## src/rtl/uni_shiftreg_pkg.sv

```systemverilog
// uni_shiftreg_pkg: shared encodings, FSM states and default width for the shift-register block.
package uni_shiftreg_pkg;
  localparam int DEF_WIDTH = 4;
  localparam logic [1:0] SEL_CLR  = 2'b00;
  localparam logic [1:0] SEL_SHL  = 2'b01;
  localparam logic [1:0] SEL_SHR  = 2'b10;
  localparam logic [1:0] SEL_HOLD = 2'b11;
  typedef enum logic [1:0] {S_IDLE, S_RUN, S_RESP} state_t;
endpackage

```

## src/rtl/uni_shiftreg_ctrl_if.sv

```systemverilog
// uni_shiftreg_ctrl_if: command/response handshake between a requester and the controller.
interface uni_shiftreg_ctrl_if
  import uni_shiftreg_pkg::*;
#(
  parameter int WIDTH = DEF_WIDTH,
  parameter int CNT_W = 3
);
  logic             cmd_valid;
  logic             cmd_ready;
  logic [1:0]       cmd_op;
  logic [WIDTH-1:0] cmd_data;
  logic [CNT_W-1:0] cmd_cnt;
  logic             rsp_valid;
  logic [WIDTH-1:0] rsp_data;
  modport master(output cmd_valid, cmd_op, cmd_data, cmd_cnt, input cmd_ready, rsp_valid, rsp_data);
  modport slave(input cmd_valid, cmd_op, cmd_data, cmd_cnt, output cmd_ready, rsp_valid, rsp_data);
endinterface

```

## src/rtl/uni_shiftreg_ctrl.sv

```systemverilog
// uni_shiftreg_ctrl: sequences one command at a time onto a uni_shiftreg and reports its contents.
module uni_shiftreg_ctrl
  import uni_shiftreg_pkg::*;
#(
  parameter int WIDTH = DEF_WIDTH,
  parameter int CNT_W = 3
) (
  input  logic                 clk,
  input  logic                 rst,
  uni_shiftreg_ctrl_if.slave   ctl,
  output logic [1:0]           sr_sel,
  output logic                 sr_in,
  input  logic [WIDTH-1:0]     sr_q,
  output logic                 busy
);
  state_t           r_state, w_next;
  logic [1:0]       r_op;
  logic [WIDTH-1:0] r_data;
  logic [CNT_W-1:0] r_cnt, w_n;
  logic             w_acc;
  assign w_acc = ctl.cmd_valid && ctl.cmd_ready;
  assign w_n = ctl.cmd_op == SEL_CLR ? CNT_W'(1) :
               ctl.cmd_op == SEL_SHL ? CNT_W'(WIDTH) :
               ctl.cmd_cnt > CNT_W'(WIDTH) ? CNT_W'(WIDTH) : ctl.cmd_cnt;
  always_ff @(posedge clk or posedge rst)
    if (rst) r_state <= S_IDLE;
    else r_state <= w_next;
  always_comb
    w_next = r_state == S_IDLE ? (w_acc ? (w_n == '0 ? S_RESP : S_RUN) : S_IDLE) :
             r_state == S_RUN  ? (r_cnt == CNT_W'(1) ? S_RESP : S_RUN) : S_IDLE;
  // LOAD data shifts out MSB first, so the top bit is always the next serial bit
  always_ff @(posedge clk or posedge rst)
    if (rst) begin
      r_op   <= SEL_HOLD;
      r_data <= '0;
      r_cnt  <= '0;
    end else if (w_acc) begin
      r_op   <= ctl.cmd_op;
      r_data <= ctl.cmd_data;
      r_cnt  <= w_n;
    end else if (r_state == S_RUN) begin
      r_cnt <= r_cnt - CNT_W'(1);
      if (r_op == SEL_SHL) r_data <= {r_data[WIDTH-2:0], 1'b0};
    end
  always_comb begin
    ctl.cmd_ready = r_state == S_IDLE;
    ctl.rsp_valid = r_state == S_RESP;
    ctl.rsp_data  = r_state == S_RESP ? sr_q : '0;
    busy          = r_state != S_IDLE;
    sr_sel        = r_state == S_RUN ? r_op : SEL_HOLD;
    sr_in         = r_state == S_RUN && ((r_op == SEL_SHL && r_data[WIDTH-1]) || (r_op == SEL_SHR && r_data[0]));
  end
endmodule

```

## src/flat_wrapper.sv

```systemverilog
// flat-port wrapper written by rule: the top's interface ports become plain ports
module uni_shiftreg_ctrl_flat import uni_shiftreg_pkg::*;
#(
  parameter int WIDTH = DEF_WIDTH,
  parameter int CNT_W = 3
)
  (clk, rst, sr_sel, sr_in, sr_q, busy, ctl_cmd_valid, ctl_cmd_op, ctl_cmd_data, ctl_cmd_cnt, ctl_cmd_ready, ctl_rsp_valid, ctl_rsp_data);
  uni_shiftreg_ctrl_if #(.WIDTH(WIDTH), .CNT_W(CNT_W)) ctl_i ();
  input  logic clk;
  input  logic rst;
  output logic [1:0] sr_sel;
  output logic sr_in;
  input  logic [WIDTH-1:0] sr_q;
  output logic busy;
  input wire logic [$bits(ctl_i.cmd_valid)-1:0] ctl_cmd_valid;
  input wire logic [$bits(ctl_i.cmd_op)-1:0] ctl_cmd_op;
  input wire logic [$bits(ctl_i.cmd_data)-1:0] ctl_cmd_data;
  input wire logic [$bits(ctl_i.cmd_cnt)-1:0] ctl_cmd_cnt;
  output wire logic [$bits(ctl_i.cmd_ready)-1:0] ctl_cmd_ready;
  output wire logic [$bits(ctl_i.rsp_valid)-1:0] ctl_rsp_valid;
  output wire logic [$bits(ctl_i.rsp_data)-1:0] ctl_rsp_data;
  assign ctl_i.cmd_valid = ctl_cmd_valid;
  assign ctl_i.cmd_op = ctl_cmd_op;
  assign ctl_i.cmd_data = ctl_cmd_data;
  assign ctl_i.cmd_cnt = ctl_cmd_cnt;
  assign ctl_cmd_ready = ctl_i.cmd_ready;
  assign ctl_rsp_valid = ctl_i.rsp_valid;
  assign ctl_rsp_data = ctl_i.rsp_data;
  uni_shiftreg_ctrl #(.WIDTH(WIDTH), .CNT_W(CNT_W)) u_core (.clk(clk), .rst(rst), .ctl(ctl_i), .sr_sel(sr_sel), .sr_in(sr_in), .sr_q(sr_q), .busy(busy));
endmodule
```

## config.mk

```make
export PLATFORM = sky130hd
export DESIGN_NAME = uni_shiftreg_ctrl_flat
export DESIGN_NICKNAME = d
export VERILOG_FILES = /design/src/rtl/uni_shiftreg_pkg.sv /design/src/rtl/uni_shiftreg_ctrl_if.sv /design/src/rtl/uni_shiftreg_ctrl.sv /design/src/flat_wrapper.sv
export SDC_FILE = /design/constraint.sdc
export NUM_CORES = 1
export LEC_CHECK = 0
export CELL_PAD_IN_SITES_DETAIL_PLACEMENT = 0
export CELL_PAD_IN_SITES_GLOBAL_PLACEMENT = 1
export CORE_ASPECT_RATIO = 0.9
export CORE_UTILIZATION = 33
export CTS_CLUSTER_DIAMETER = 50
export DETAILED_ROUTE_END_ITERATION = 10
export PLACE_DENSITY = 0.85
export SKIP_LAST_GASP = 1
export SLEW_MARGIN = 0
export SYNTH_ARGS = -nofsm -noshare
export SYNTH_HDL_FRONTEND = slang
export SYNTH_SLANG_ARGS = --single-unit
```

## constraint.sdc

```tcl
create_clock -name clk -period 2.84 [get_ports clk]
set_input_delay 0.852 -clock clk [delete_from_list [all_inputs] [get_ports clk]]
set_output_delay 0.852 -clock clk [all_outputs]
set_load 0.1 [all_outputs]
```

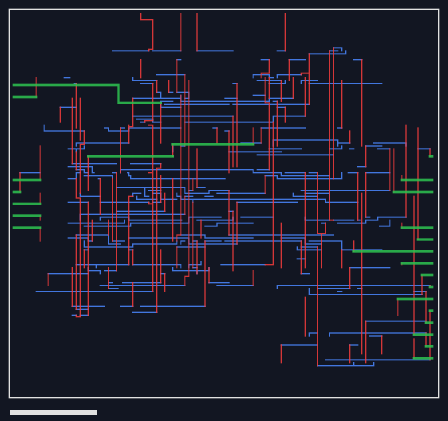
(run_1/metal_stack.png)
Bar = 10 µm.
color	layer	wire length
red	met2	642 µm
green	met3	89.4 µm
blue	met1	725 µm
WL final: 1460 µm
GR Util All Layers: 0.155

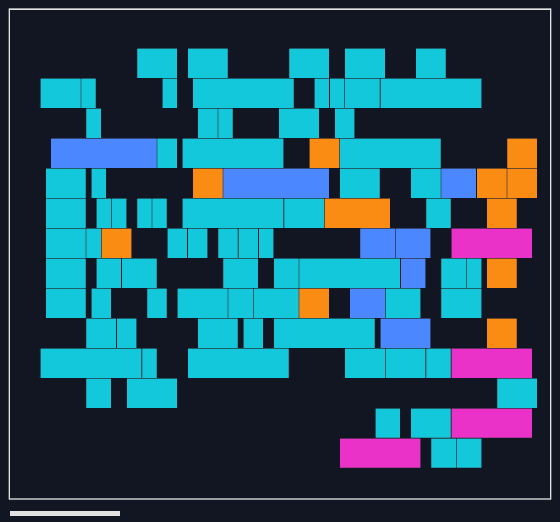
(run_1/drive_strength.png)
Bar = 10 µm.
color	size	cells	share
magenta	drive 6 and up	4	4.1%
orange	drive 3 to 4	11	11%
blue	drive 2	8	8.2%
cyan	drive 1 or less	74	76%
Non-CTS buffers: 26
Finished Cell Area: 991 µm²

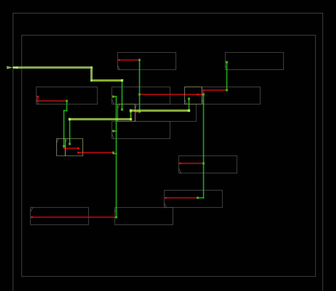
(run_1/final_clocks.png)
Clk power: 108 µW
flop count: 11
total CTS buffers: 3

==> summary.txt, run 1 <==
yosys + openroad results -> outcome=completed, M3 GR Usage=0.0550, worst hold-check path type=flop to flop, pin count of the biggest net entering global routing=15, die width=just under 50 µm, yosys aoi share=0.137, setup slack, reg-to-reg=1.51 ns, share of cells above drive strength 1=0.237, P_leak=approximately 0.00043 µW, FFs w/ async S/R, synth=1.00, WHS Endpoint=u_core.r_op[0], Top logic family=simple AND/OR/NAND/NOR gates, initial antenna violation count=0, Worst-Margin Slew=0.410 ns, Fmax=~400 MHz, DP HPWL=1150 µm, r2r endpoint=u_core.r_cnt[2], worst-path cell with the longest stage delay=clkdlybuf4s50_1, crit path to=ctl_rsp_data[1], Setup TNS Final=0 ns, simple share=0.298, fin crit period=2.51 ns, switching pwr=approximately 670 µW, P per Cell Area=1240 mW/mm², via density per instance=roughly 4.8, reg2reg path depth=3, diode count=0, Pint=553 µW, routed wl met2=641 µm, Die H=44.3 µm, Registers, synthesis=11, Core Rows=14, DRT iter0 DRCs=9, Final period util=0.883, met2 Usage GRT=0.256, Arrival @ worst endpoint=approximately 1.7 ns, clk sink count=11, ys flop type=dfrtp_1, Hold Path Depth=2, clock skew=0.00132 ns, DRT Pass-1 Iters=4, Max Buffers Root-to-Sink=2, highest metal used=met3, cell count after synthesis=68, crit path DRT=1.99 ns, main area contributors=dfrtp_1 (34%), dfstp_2 (8.0%), mux2i_1 (4.6%), post-synth cell types=30, number of OpenROAD warnings=27, Final setup violation count=0, most used routing layer in global routing=met2, Worst Setup End Kind=output port, Max IR drop VDD=862 µV, syn_nets=between 80 and 90, crit path launch type=input port, num ports=26, clock slew at reported path FFs=0.07 ns, Final Hold Violation Tally=0, PnR worst setup slack=0.332 ns, Slew HR=0.724, Post-route DRC=0, crit path from=sr_q[1], ANT nets after route=0, Post-CTS Resized=0, FA/HA/MAJ Cells, Area Fraction=0.0382, number of enable flip-flop cells=0, IO Port Bufs=25, Seq share, synth=0.424, floorplan core density=0.371, met3 routed WL=89 µm, gr ovfl total=0, vias=575, net switching fraction of the power=0.550, M1 GR Usage=0.197, largest area contributor in the netlist=dfrtp_1, CP Max Fanout=1, xor+xnor area frac=0, Layout Nets=116, max-slew violation count=0, Synth Area per Inst=9.64 µm², CTS tree=done, Yosys warning count=0, area fraction in mux cells=0.0630, first-pass GRT wire length=2470 µm, Top-area cell share=0.344, hold_sp=u_core.r_op[0], wire length per cell=between 10 and 15 µm, slowest cell delay on critical path=0.44 ns, cells along the critical path=clkdlybuf4s50_1 > and2_1 > buf_12, multi-input logic area=between 300 and 400 µm², met1 wire length=724 µm, core box area=~0.0018 mm², YS chip area=656 µm², RSZ-0062 raised after global routing=no, Root Driver=clkbuf_4, hold buffer count at CTS=0, ys cells=approximately 70, register area=278 µm², number of global-route vias before repair=549, pre-CTS setup slack=0.317 ns, die area=0.00217 mm²
[run 1: flip-flops by register name, summed over array words and instances (netlist names)]
| signal | flops |
|---|---|
| u_core.r_data | 4 |
| u_core.r_state | 2 |
| u_core.r_op | 2 |
| u_core.r_cnt | 3 |
[run 1: cells in the mapped netlist, types with 2 or more instances]
library cell / instances
a22o_1: 2
nor2b_1: 2
dfrtp_1: 9
nand2b_1: 2
and2_1: 4
inv_1: 5
mux2i_1: 3
nand2_1: 7
o21ai_0: 3
nand3b_1: 2
a21oi_1: 2
nor2_1: 2
ha_1: 2
dfstp_2: 2
o21ai_1: 3
and2b_2: 2
nand3_1: 3
[run 1: power by group through the flow]
stage / clock network (µW) / logic [µW] / registers (µW)
6_report: 108 / 807 / 312
5_1_grt: 119 / 854 / 324
4_1_cts: 112 / 811 / 312
3_5_place_dp: 0 / 809 / 314
3_3_place_gp: 0 / 798 / 311
2_1_floorplan: 0 / 644 / 294
[run 1: kinds of logic (layout without fill, tap and decap cells)]
family                     Yosys count  in the layout
and+or+nand+nor                     31             31
muxes                                4              4
AOI/OAI and AO/OA                   14             14
buffers and inverters                6             35
DFF                                 11             11
adders and majority gates            2              2
[run 1: layout make-up]
type,instances,area share
multi-input combinational,51,0.359
timing repair buffer,26,0.285
inverter,5,0.0189
tap,24,0.0303
sequential,11,0.280
clock buffer,4,0.0265
[run 1: stage by stage]
stage                      util  total power [µW]  cells  area, µm²  hold slack (ns)
after floorplan               -               938     68        659            0.455
after global placement    0.545              1110    117        965            0.486
after detailed placement  0.545              1120    117        965            0.505
after CTS                 0.560              1230    121        991            0.517
after global routing      0.560              1300    121        991            0.539
final                     0.560              1230    121        991            0.511
[run 1: critical path, delay by kind of cell]
family / cells / cell delay [ns]
and+or+nand+nor: 1 / 0.17
buffers and inverters: 2 / 0.63
==> run_1/registers.png <==
Bar = 10 µm.
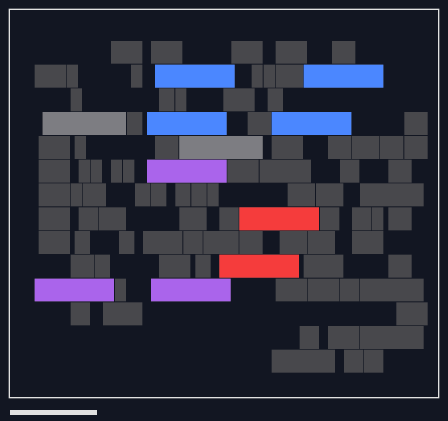

## Run 2: what changed since run 1
Settings changed: CORE_ASPECT_RATIO 0.9 to unset.
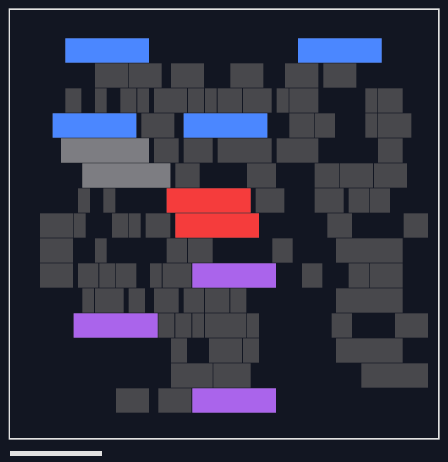
(run_2/registers.png)
Bar = 10 µm.
color	netlist name	flops
red	`u_core.r_state`	2
blue	`u_core.r_data`	4
purple	`u_core.r_cnt`	3
not colored	2
flop share of the area: 0.280
Seq group: 313 µW
Post-Route Utilization: 0.551

==> run 2 against run 1 <==
Sequential power about the same. Fmax decreased by 0.60%. Synthesized cell count unchanged. Non-clock buffer count unchanged. Global-route usage decreased by 0.66 points. Combinational power decreased by 0.7%. Core utilization decreased by 0.94 points.
==> summary.txt, run 2 <==
yosys + openroad results -> Area Growth Syn to Fin=51.3%, share of cells above drive strength 1=0.237, worst hold-check path type=flop to flop, Worst Setup End Kind=output port, CP Max Fanout=1, yosys aoi share=0.137, Registers, synthesis=11, count leader, synth=dfrtp_1, simple share=0.298, ys cells=approximately 68, number of global-route vias before repair=~480, Fmax=396 MHz, Die H=46.6 µm, Slew HR=0.711, FFs w/ async S/R, synth=1.00, initial antenna violation count=0, Post-route DRC=0, PnR worst setup slack=0.316 ns, Layout Nets=about 120, P_leak=about 0.00043 µW, hold buffer count at CTS=0, main area contributors=dfrtp_1 (34%), dfstp_2 (8.0%), mux2i_1 (4.6%), Core Rows=15, Worst-Margin Slew=between 0.4 and 0.5 ns, xor+xnor area frac=0, most numerous logic cell after layout=clkdlybuf4s50_1, IO Port Bufs=25, syn_nets=86, RSZ-0062 raised after global routing=no, Max IR drop VDD=roughly 520 µV, FA/HA/MAJ Cells, Area Fraction=0.0382, pin count of the biggest net entering global routing=16, non-filler instance count after layout=roughly 120, Synth Area per Inst=9.64 µm², Final Hold Violation Tally=0, Placer Congestion=0.710, Setup TNS Final=0 ns, via density per instance=4.78, pre-CTS setup slack=0.305 ns, gr ovfl total=0, Post-synth top cells=dfrtp_1 (9), nand2_1 (7), inv_1 (5), and2_1 (4), crit path launch type=input port, H-tree depth=1, Mapped Area=656 µm², CTS tree=done, DRT Pass-1 Iters=4, number of enable flip-flop cells=0, Max-cap violations=0, Crit Path Category=input port to output port, area fraction in mux cells=0.0630, fin crit period=2.52 ns, cell count after synthesis=68, Placed Instances=118, ANT nets after route=0, die width=46.6 µm, dominant logic cell types in the final layout=clkdlybuf4s50_1 (15), dfrtp_1 (9), nand2_1 (7), buf_4 (7), inv_1 (5), ys flop type=dfrtp_1, Root Driver=clkbuf_4, Top logic family=simple AND/OR/NAND/NOR gates, Top-area cell share=0.344, Final period util=0.889, clk sink count=11, largest area contributor in the netlist=dfrtp_1, number of OpenROAD warnings=27, floorplan core density=0.364, num ports=26, Post-CTS Resized=0, die area=0.00217 mm², Max Buffers Root-to-Sink=2, Yosys warning count=0, max reg flops=4, Largest Register=u_core.r_data, core box area=about 0.0018 mm², YS chip area=656 µm², Seq share, synth=0.424, outcome=completed, Post-CTS Setup Repair Bufs=0, first-pass GRT wire length=around 2200 µm, post-synth cell types=30, total power=1220 µW, clock skew=0.00644 ns, max-slew violation count=0, total CTS buffers=3, DRT iter0 DRCs=18, crit path DRT=a little under 2 ns, clk ins delay skew pair=0.27 ns, P per Cell Area=1230 mW/mm², biggest regs=u_core.r_data x4, u_core.r_cnt x3, Arrival @ worst endpoint=1.67 ns, DP HPWL=1160 µm, Final setup violation count=0, diode count=0, clock slew at reported path FFs=approximately 0.080 ns
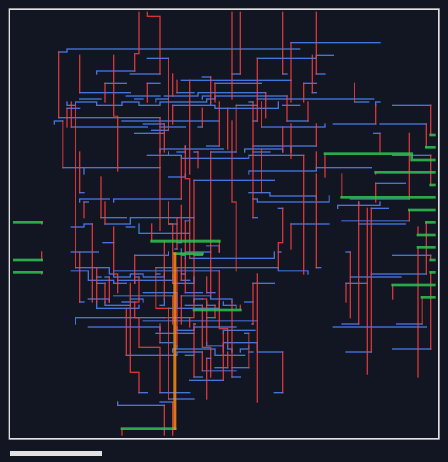
(run_2/metal_stack.png)
Bar = 10 µm.
vias: 583
wire length per cell: 12.1 µm
WL final: 1470 µm
GR Util All Layers: 0.148

-- run 2: cell counts after synthesis --
Identical to the previous run, type by type.
-- run 2: through the flow --
step	instance area [µm²]	util	hold WS [ns]
after global placement	966	0.536	0.476
final	992	0.551	0.493
after floorplan	659	-	0.455
after CTS	992	0.551	0.499
after global routing	992	0.551	0.515
after detailed placement	966	0.536	0.486
-- run 2: final cells by class --
type / count / area (µm²)
Tap cell: 25 / 31.3
Clock buffer: 4 / 26.3
Fill cell: 176 / 810
Timing Repair Buffer: 26 / 283
Sequential cell: 11 / 278
Multi-Input combinational cell: 51 / 355
Inverter: 5 / 18.8
-- run 2: final timing paths --
path                                    from               end  slack (ns)  depth (start not counted)
setup reg to reg           u_core.r_state[1]   u_core.r_cnt[2]        1.51                          3
hold reg to reg               u_core.r_op[0]    u_core.r_op[0]        0.49                          2
max in group asynchronous                rst    u_core.r_op[1]        1.63                          2
hold / removal                u_core.r_op[0]    u_core.r_op[0]        0.49                          2
min in group asynchronous                rst  u_core.r_data[0]        0.88                          2
setup / recovery                     sr_q[2]   ctl_rsp_data[2]        0.32                          3
-- run 2: cell families after synthesis --
family | Yosys count
buffers and inverters | 6
and+or+nand+nor | 31
DFF | 11
muxes | 4
adders and majority gates | 2
AOI/OAI and AO/OA | 14
-- run 2: where the power goes --
part	leakage [µW]	switching, µW	internal, µW
Combinational	0.000282	547	254
Sequential	0.000131	68.7	244
Clock	0.0000150	54.8	54.3
Total	0.000428	671	552
-- run 2: per-layer routing --
layer  vias to the layer above  part of all wire  global-route usage
met5                         -                 0                   0
li1                        294                 -                   -
met4                         0             0.013              0.0529
met1                       263              0.48               0.201
met3                         2             0.050              0.0157
met2                        24              0.46               0.242
-- run 2: worst max-delay path: stages --
cell and delay [ns]:
clkdlybuf4s50_1 0.45, and2_1 0.18, buf_12 0.19
No activity file was given, so power comes from the tool's default toggle rates.
